`src/rtl/mem_arbiter.sv`:
```
// Purpose : round-robin multi-port front end that serialises 1-4 byte accesses
//           onto a byte-wide RAM bus, with little-endian assembly and disassembly.
// Latency : accept at T -> bytes on the bus T+1..T+len; rsp at T+len+1 for
//           writes, T+len+MEM_LATENCY+1 for reads; each rdy_in-low cycle adds one.
// Backpres: requesters hold req_valid_in until the one-hot req_ready_out pulse;
//           rdy_in low freezes every register and masks all strobes and pulses.
//
// Ports:
//   clk_in, rst_in (async, active low), rdy_in (global enable)
//   req_valid_in/req_wr_in/req_len_in/req_addr_in/req_wdata_in : per-port request
//   req_ready_out : one-hot accept, rsp_valid_out : one-hot completion
//   rsp_data_out  : read data (zero-extended, 0 for writes)
//   busy_out      : high outside IDLE
//   mem_a_out/mem_d_out/mem_wr_out : registered RAM bus, mem_d_in : RAM read byte
//
// Build option: define MEM_ARB_FIXED_PRIO_EN for fixed lowest-index-wins
// arbitration; left undefined the arbiter is round-robin.

module mem_arbiter #(
    parameter int NUM_PORTS   = 2,
    parameter int ADDR_W      = 32,
    parameter int MEM_LATENCY = 1
) (
    input  logic                      clk_in,
    input  logic                      rst_in,
    input  logic                      rdy_in,
    input  logic [NUM_PORTS-1:0]      req_valid_in,
    input  logic [NUM_PORTS-1:0]      req_wr_in,
    input  logic [3*NUM_PORTS-1:0]    req_len_in,
    input  logic [ADDR_W*NUM_PORTS-1:0] req_addr_in,
    input  logic [32*NUM_PORTS-1:0]   req_wdata_in,
    output logic [NUM_PORTS-1:0]      req_ready_out,
    output logic [NUM_PORTS-1:0]      rsp_valid_out,
    output logic [31:0]               rsp_data_out,
    output logic                      busy_out,
    output logic [ADDR_W-1:0]         mem_a_out,
    output logic [7:0]                mem_d_out,
    output logic                      mem_wr_out,
    input  logic [7:0]                mem_d_in
);

    localparam int PW = (NUM_PORTS > 1) ? $clog2(NUM_PORTS) : 1;

    typedef enum logic [1:0] {
        S_IDLE  = 2'd0,
        S_READ  = 2'd1,
        S_WRITE = 2'd2,
        S_RESP  = 2'd3
    } state_t;

    state_t r_state;
    state_t w_state_nxt;

    // Captured request
    logic                 r_wr;
    logic [2:0]           r_len;
    logic [ADDR_W-1:0]    r_addr;
    logic [31:0]          r_wdata;
    logic [PW-1:0]        r_port;

    // r_icnt: bytes issued so far; r_ccnt: read bytes captured so far
    logic [2:0]           r_icnt;
    logic [1:0]           r_ccnt;
    logic [31:0]          r_asm;

    // One flag per issued read address, aged one stage per enabled cycle.
    // A flag reaching stage MEM_LATENCY means mem_d_in holds that byte now.
    logic [MEM_LATENCY:0] r_pipe;

    // Registered outputs
    logic [NUM_PORTS-1:0] r_rsp_vld;
    logic [31:0]          r_rsp_data;
    logic [ADDR_W-1:0]    r_mem_a;
    logic [7:0]           r_mem_d;
    logic                 r_mem_wr;

    // Arbitration and selection
    logic [NUM_PORTS-1:0] w_pri_vec;
    logic [PW-1:0]        w_gnt_idx;
    logic [NUM_PORTS-1:0] w_gnt_oh;
    logic [NUM_PORTS-1:0] w_port_oh;
    logic                 w_any_req;
    logic                 w_accept;
    logic                 w_sel_wr;
    logic [2:0]           w_sel_len_raw;
    logic [2:0]           w_sel_len;
    logic [ADDR_W-1:0]    w_sel_addr;
    logic [31:0]          w_sel_wdata;

    logic                 w_rd_more;
    logic                 w_issue_rd;
    logic                 w_cap;
    logic                 w_last_cap;
    logic                 w_wr_done;
    logic [31:0]          w_asm_nxt;

    assign w_any_req = |req_valid_in;
    assign w_accept  = rdy_in && (r_state == S_IDLE) && w_any_req;

`ifdef MEM_ARB_FIXED_PRIO_EN
    // Lowest index always wins; no rotation state.
    assign w_pri_vec = req_valid_in;
`else
    logic [PW-1:0]        r_ptr;
    logic [NUM_PORTS-1:0] w_req_hi;

    // Ports at or above the pointer take precedence; if none of them is
    // requesting, fall back to the lowest requesting port (the wrap-around).
    always_comb begin
        w_req_hi = '0;
        for (int i = 0; i < NUM_PORTS; i++) begin
            w_req_hi[i] = req_valid_in[i] && (PW'(i) >= r_ptr);
        end
        w_pri_vec = (|w_req_hi) ? w_req_hi : req_valid_in;
    end

    always_ff @(posedge clk_in or negedge rst_in) begin
        if (!rst_in) begin
            r_ptr <= '0;
        end else if (w_accept) begin
            r_ptr <= (w_gnt_idx == PW'(NUM_PORTS - 1)) ? '0 : w_gnt_idx + PW'(1);
        end
    end
`endif

    // Lowest set bit of the priority vector is the winner.
    always_comb begin
        w_gnt_idx = '0;
        for (int i = NUM_PORTS - 1; i >= 0; i--) begin
            if (w_pri_vec[i]) begin
                w_gnt_idx = PW'(i);
            end
        end
    end

    // Request mux and one-hot decodes with constant indices only.
    always_comb begin
        w_gnt_oh      = '0;
        w_port_oh     = '0;
        w_sel_wr      = 1'b0;
        w_sel_len_raw = 3'd0;
        w_sel_addr    = '0;
        w_sel_wdata   = '0;
        for (int i = 0; i < NUM_PORTS; i++) begin
            if (w_gnt_idx == PW'(i)) begin
                w_gnt_oh[i]   = 1'b1;
                w_sel_wr      = req_wr_in[i];
                w_sel_len_raw = req_len_in[3*i +: 3];
                w_sel_addr    = req_addr_in[ADDR_W*i +: ADDR_W];
                w_sel_wdata   = req_wdata_in[32*i +: 32];
            end
            if (r_port == PW'(i)) begin
                w_port_oh[i] = 1'b1;
            end
        end
    end

    // Out-of-range lengths (0, 5..7) mean a full word.
    assign w_sel_len = ((w_sel_len_raw == 3'd0) || (w_sel_len_raw > 3'd4)) ? 3'd4 : w_sel_len_raw;

    assign w_rd_more  = (r_state == S_READ) && (r_icnt < r_len);
    assign w_issue_rd = (w_accept && !w_sel_wr) || w_rd_more;
    assign w_cap      = (r_state == S_READ) && r_pipe[MEM_LATENCY];
    assign w_last_cap = w_cap && ({1'b0, r_ccnt} == (r_len - 3'd1));
    assign w_wr_done  = (r_state == S_WRITE) && (r_icnt >= r_len);

    // Incoming byte merged into its little-endian lane.
    always_comb begin
        w_asm_nxt = r_asm;
        w_asm_nxt[{r_ccnt, 3'b000} +: 8] = mem_d_in;
    end

    // ---------------- FSM: state register ----------------
    always_ff @(posedge clk_in or negedge rst_in) begin
        if (!rst_in) begin
            r_state <= S_IDLE;
        end else begin
            r_state <= w_state_nxt;
        end
    end

    // ---------------- FSM: next state ----------------
    always_comb begin
        w_state_nxt = r_state;
        if (rdy_in) begin
            case (r_state)
                S_IDLE:  if (w_any_req)  w_state_nxt = w_sel_wr ? S_WRITE : S_READ;
                S_READ:  if (w_last_cap) w_state_nxt = S_RESP;
                S_WRITE: if (w_wr_done)  w_state_nxt = S_RESP;
                S_RESP:  w_state_nxt = S_IDLE;
                default: w_state_nxt = S_IDLE;
            endcase
        end
    end

    // ---------------- FSM: outputs ----------------
    always_comb begin
        req_ready_out = '0;
        if (w_accept) begin
            req_ready_out = w_gnt_oh;
        end
        rsp_valid_out = rdy_in ? r_rsp_vld : '0;
        mem_wr_out    = r_mem_wr & rdy_in;
        busy_out      = (r_state != S_IDLE);
    end

    assign rsp_data_out = r_rsp_data;
    assign mem_a_out    = r_mem_a;
    assign mem_d_out    = r_mem_d;

    // ---------------- Datapath ----------------
    always_ff @(posedge clk_in or negedge rst_in) begin
        if (!rst_in) begin
            r_wr       <= 1'b0;
            r_len      <= 3'd0;
            r_addr     <= '0;
            r_wdata    <= '0;
            r_port     <= '0;
            r_icnt     <= 3'd0;
            r_ccnt     <= 2'd0;
            r_asm      <= '0;
            r_pipe     <= '0;
            r_rsp_vld  <= '0;
            r_rsp_data <= '0;
            r_mem_a    <= '0;
            r_mem_d    <= '0;
            r_mem_wr   <= 1'b0;
        end else if (rdy_in) begin
            r_pipe <= {r_pipe[MEM_LATENCY-1:0], w_issue_rd};
            case (r_state)
                S_IDLE: begin
                    if (w_accept) begin
                        r_wr    <= w_sel_wr;
                        r_len   <= w_sel_len;
                        r_addr  <= w_sel_addr;
                        r_wdata <= w_sel_wdata;
                        r_port  <= w_gnt_idx;
                        r_icnt  <= 3'd1;
                        r_ccnt  <= 2'd0;
                        r_asm   <= '0;
                        // Byte 0 goes out on the accept edge itself.
                        r_mem_a  <= w_sel_addr;
                        r_mem_wr <= w_sel_wr;
                        if (w_sel_wr) begin
                            r_mem_d <= w_sel_wdata[7:0];
                        end
                    end
                end
                S_READ: begin
                    if (w_rd_more) begin
                        r_mem_a <= r_addr + ADDR_W'(r_icnt);
                        r_icnt  <= r_icnt + 3'd1;
                    end
                    if (w_cap) begin
                        r_asm  <= w_asm_nxt;
                        r_ccnt <= r_ccnt + 2'd1;
                    end
                    if (w_last_cap) begin
                        r_rsp_vld  <= w_port_oh;
                        r_rsp_data <= w_asm_nxt;
                    end
                end
                S_WRITE: begin
                    if (!w_wr_done) begin
                        r_mem_a <= r_addr + ADDR_W'(r_icnt);
                        r_mem_d <= r_wdata[{r_icnt[1:0], 3'b000} +: 8];
                        r_icnt  <= r_icnt + 3'd1;
                    end else begin
                        r_mem_wr   <= 1'b0;
                        r_rsp_vld  <= w_port_oh;
                        r_rsp_data <= '0;
                    end
                end
                S_RESP: begin
                    r_rsp_vld <= '0;
                end
                default: begin
                    r_rsp_vld <= '0;
                end
            endcase
        end
    end

    // r_wr is kept for debug visibility of the captured request type.
    logic w_unused;
    assign w_unused = r_wr;

endmodule

```
`config.mk`:
```
export PLATFORM = sky130hd
export DESIGN_NAME = mem_arbiter
export DESIGN_NICKNAME = d
export VERILOG_FILES = /design/src/rtl/mem_arbiter.sv
export SDC_FILE = /design/constraint.sdc
export NUM_CORES = 1
export LEC_CHECK = 0
export ABC_CLOCK_PERIOD_IN_PS = 2600
export CAP_MARGIN = 20
export CORE_AREA = 2 2 137 273
export DETAILED_ROUTE_END_ITERATION = 12
export DIE_AREA = 0 0 139 275
export PLACE_DENSITY = 0.6
export SKIP_LAST_GASP = 1
export SLEW_MARGIN = 40
export SYNTH_ARGS = -nofsm -noshare
export SYNTH_HDL_FRONTEND = slang
export SYNTH_SLANG_ARGS = --single-unit
```
`constraint.sdc`:
```
create_clock -name clk_in -period 2.6 [get_ports clk_in]
set_clock_uncertainty 0.05 [all_clocks]
set_input_delay 0.39 -clock clk_in [delete_from_list [all_inputs] [get_ports clk_in]]
set_output_delay 0.39 -clock clk_in [all_outputs]
set_load 0.1 [all_outputs]
```
Fig. 1: run 1, M3 wires
Scale bar: 50 um.
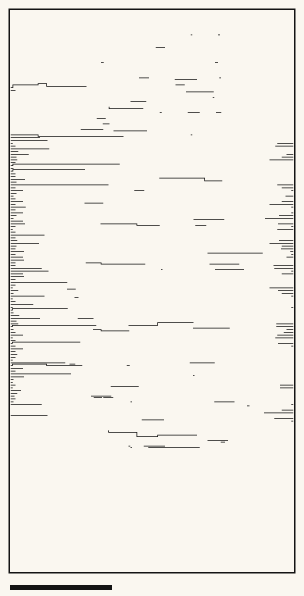
The wires run mostly horizontal. 181 nets have wire on it. The layer holds 5.9% of the routed length. The longest straight run is 52.2 um. The layer carries 1680 um of wire.

Fig. 2: run 1, the metal 4 layer
Supply wires on this layer in grey. Cells faint in the background.
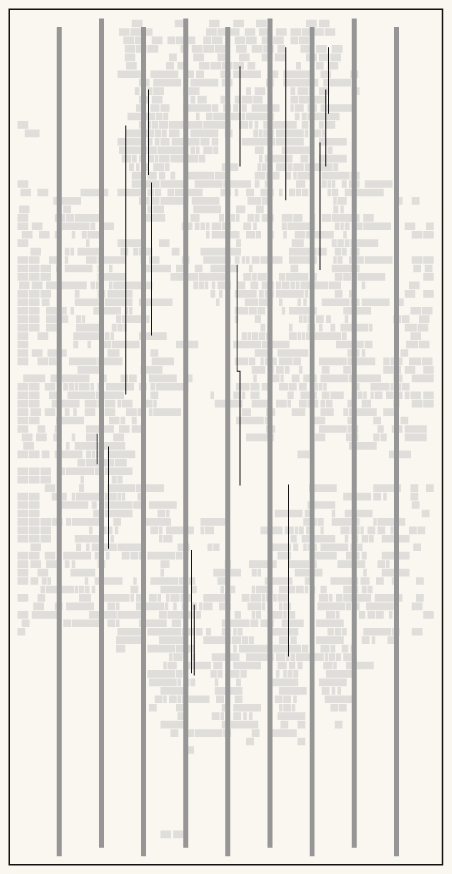
The layer carries 561 um of wire. 10 nets have wire on it. The layer holds 2.0% of the routed length.

Fig. 3: run 1, placement view
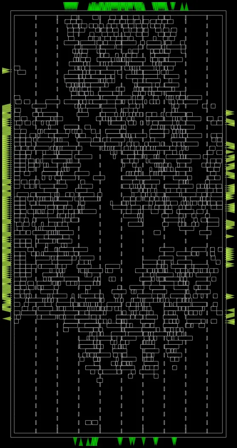
register share of the cell area: 34.8%
flip-flops: 185
filler cell count: 3581
Core ar.: 36200 um^2
tap cell count: 454

run 1: flip-flops by register name (all words and copies together) (netlist names):
signal and cells:
r_icnt 3, r_port 1, r_pipe 2, r_mem_wr 1, r_ptr 1, rsp_data_out 32, r_len 3, mem_a_out 32
r_asm 32, r_rsp_vld 2, r_state 2, mem_d_out 8, r_ccnt 2, r_wdata 32, r_addr 32
run 1: power breakdown:
| group | internal [W] | switching (W) |
|---|---|---|
| sequential | 0.00320 | 0.000200 |
| clock | 0.00182 | 0.00116 |
| combinational | 0.00101 | 0.00170 |
| total | 0.00603 | 0.00306 |
run 1: cells by family after synthesis:
kind of cell,after synthesis,synth area share (%)
compound gates,251,17.3
xor+xnor,29,2.64
fa+ha+maj,20,2.68
buf+inv,78,3.48
flops,185,48.0
mux,93,10.9
simple gates,312,14.9
==> flow_summary.ini, run 1 <==
; flow metrics
[outcome]
status = complete, no violations

[grt]
grt_max_degree = 74
grt_pass1_vias = 8236

[route]
top_layer = met4
drtAntennaViolNets = 0
vias = 8179
drtIter0Drc = 461

[clocking]
cts_tree = done
hold_buffers = 1
clock_path_buffers = 2
cts_resized = 5

[final_layout]
largestClassByArea = logic gates
nonClkBufAreaFrac_pct = 19.8
stdcell_area_um2 = 13300
nMultiInputCombCells = 705
final-comb-area_um2 = 4740
fin_cells = 1667

[critical_path]
cp_top_family = AND-OR/OR-AND gates
start_kind = flop
crit_chain = ha_1 > fa_1 > a21oi_1 > nor2_1 > a41oi_1 > o21ai_0 > a22o_1
cp_num_cells = 7

[hold_path]
hold_class = flop to flop
worst_hold_path.endpoint = r_wdata[8]

[timing]
setup_ws_ps = 89.8
slew_headroom_pct = 56.0
fin_hold_ws_ps = 428
period_needed_ps = 2510

[placed_design]
dp_cells = 1628

[synthesis]
yosys.area.top_type = dfrtp_1
syn_inst = 968
numSynthFlops = 185
top_area_share_pct = 48.0
area_leaders = dfrtp_1, mux2i_1, nand2_1

[power]
p_leak_nw = 5.99
ir_drop_mv = 0.494
--- run 2 (diff from run 1) ---
GPL_TIMING_DRIVEN = 0   (was unset)
Fig. 4: run 2, signal wires by layer
Scale bar: 50 um.
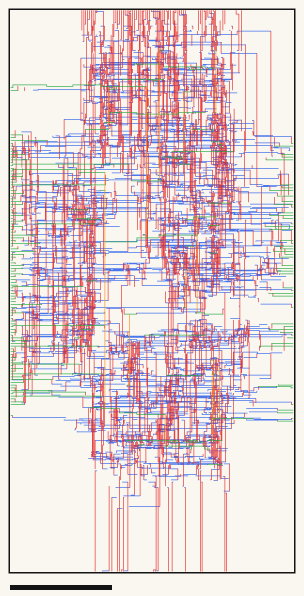
Red shows metal 2, wire length 15200 um. Orange shows metal 4, wire length 538 um. Green shows metal 3, wire length 1820 um. Blue shows metal 1, wire length 13000 um.

==> run 2 against run 1 <==
  * Sequential cell count unchanged
  * Total power down 4.7%
  * Register-to-register slack is essentially flat
  * Global-route usage rose by 0.97 points
  * Highest routed layer unchanged
  * Synthesized cell count unchanged
  * Critical path depth is 1 higher
  * Sequential power hardly changed
  * Hold slack worse by 0.86 ps
  * Design area shrank 2.2%
  * Largest power group unchanged
==> flow_summary.ini, run 2 <==
; flow metrics
[synthesis]
synthMuxAreaShare_pct = 10.9
ys_sh_xor_pct = 2.64
area_leaders = dfrtp_1, mux2i_1, nand2_1
ys_top_logic_family = AND-OR/OR-AND gates
syn_inst = 968
top_area_share_pct = 48.0

[power]
ir_drop_mv = 0.566
top_power_group = registers
intPower_w = 0.00563
seq_power_share_pct = 39.6
swShare_pct = 35.1
pg_clk_w = 0.00260
p_comb_share_pct = 30.3
p_switching_w = 0.00304
p_seq_w = 0.00343
p_leak_nw = 5.94

[route]
drtAntennaViolNets = 0
top_layer = met4
vias = 8373

[outcome]
status = complete, no violations

[timing]
fin_hold_ws_ps = 427
setup_ws_ps = 83.6
slew_headroom_pct = 50.5

[final_layout]
nonClkBufAreaFrac_pct = 18.2
nMultiInputCombCells = 705
stdcell_area_um2 = 13000
sh_seq_area_pct = 35.6
n_fill_cell = 3669

[die]
taps = 454

[hold_path]
hold_class = primary input to async pin

[clocking]
clock_path_buffers = 2
Fig. 5: run 2, drive-strength map
Scale bar: 50 um.
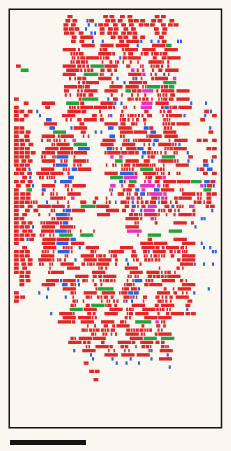
Blue shows _2 cells, cells 141, share 11%, most used buf_2. Green shows _6 and larger, cells 31, share 2.5%, most used clkbuf_16. Magenta shows _3 and _4 cells, cells 29, share 2.3%, most used buf_4. Red shows _0 and _1 cells, cells 1035, share 84%, most used dfrtp_1.

-- run 2: cell counts after synthesis --
No cell type changed its count.
-- run 2: how the worst max path moves through the flow --
stage / start / to / slack, ps / depth (start not counted)
after global placement: rst_in / rsp_data_out[17] / -6650 / 1
after floorplan: r_state[0] / req_ready_out[1] / 20 / 6
after CTS: r_state[0] / req_ready_out[1] / -20 / 7
final: r_len[1] / mem_a_out[21] / 80 / 8
after global routing: r_ccnt[0] / rsp_data_out[7] / -70 / 6
after detailed placement: req_valid_in[0] / r_len[0] / -680 / 9
-- run 2: critical path, cell delays in order (launching register included) --
cell	delay, ps
dfrtp_1	390
inv_2	90
ha_4	200
nor2b_1	140
o31a_1	350
a2111o_1	500
buf_6	180
buf_6	140
a221o_1	350
--- run 3 (diff from run 2) ---
SLEW_MARGIN = 25   (was 40)
Fig. 6: run 3, placement view
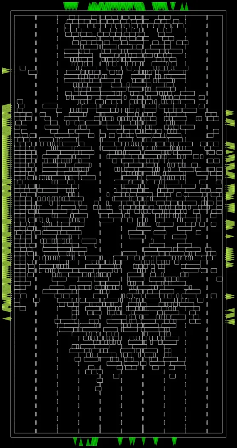
register share of the cell area: 34.5%
final std cells w/o fill: 1693
Util after Layout: 37.1%
filler cell count: 3562

==> run 3 against run 2 <==
  * Sequential power hardly changed
  * Worst setup slack worse by 18 ps
  * Clock-buffer cell count is 2 higher
  * Utilization is 1.1 points higher
  * Synthesized cell count stayed put
  * Final cell count is 0.18% higher
  * Combinational power is 6% higher
  * Total power is 1.4% higher
  * Global-route usage is 0.058 points higher
  * Sequential share of layout area is 1.1 points lower
  * Via count hardly changed
  * Critical path type is now flop to output pin
  * Largest power group unchanged
  * Highest routed layer unchanged
==> flow_summary.ini, run 3 <==
; flow metrics
[power]
pwr-share-clk_pct = 29.3
p_switching_w = 0.00311
pg_clk_w = 0.00258
comb-power_w = 0.00278

[route]
vias = 8380
drtIter0Drc = 577
top_layer = met4

[critical_path]
endpoint = busy_out
cp-startpoint = r_state[1]
cp_num_cells = 4
crit_chain = inv_2 > ha_4 > inv_1 > clkdlybuf4s15_1

[timing]
fin_hold_ws_ps = 303
slew_headroom_pct = 28.2

[synthesis]
ys_sh_simple_pct = 14.9
top_area_share_pct = 48.0
synthMuxAreaShare_pct = 10.9
ys_sh_xor_pct = 2.64

[outcome]
status = complete, no violations

[final_layout]
stdcell_area_um2 = 13400

[die]
core-area_um2 = 36200

[grt]
grt_pass1_vias = 8505
grt_max_degree = 96

[clocking]
clock_path_buffers = 2
Fig. 7: run 3, signal wires by layer
Scale bar: 50 um.
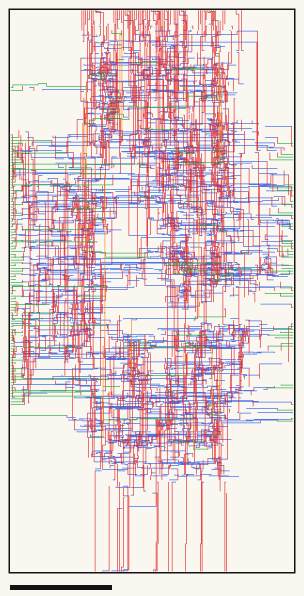
Red shows metal 2, wire length 15100 um. Orange shows metal 4, wire length 591 um. Green shows metal 3, wire length 1900 um. Blue shows metal 1, wire length 13200 um.

==> run 3: repair_timing <==
action | 4_1_cts | 5_1_grt
hold endpoints to repair | 20 | 0
hold buffers | 1 | 0
setup buffers | 2 | 10
setup endpoints to repair | 126 | 85
gates resized | 40 | 34
pin swaps | 2 | 7
gates cloned | 0 | 0
==> run 3: worst reg2reg max path: stages, from the launching register on <==
cell and delay, ps:
dfrtp_1 420, buf_12 140, inv_2 60, ha_1 150, nor2b_1 60, o31a_1 340, a2111o_1 500, buf_6 190
buf_6 150, a221o_1 350
==> run 3: layout make-up <==
cell class,instances,share of cell area (%)
Clock buffer,22,3.61
Timing Repair Buffer,241,18.0
Clock inverter,10,0.699
Tap cell,454,4.23
Sequential cell,185,34.5
Multi-Input combinational cell,705,36.0
Inverter,15,0.420
Buffer,61,2.46
Power and IR drop assume default switching activity.
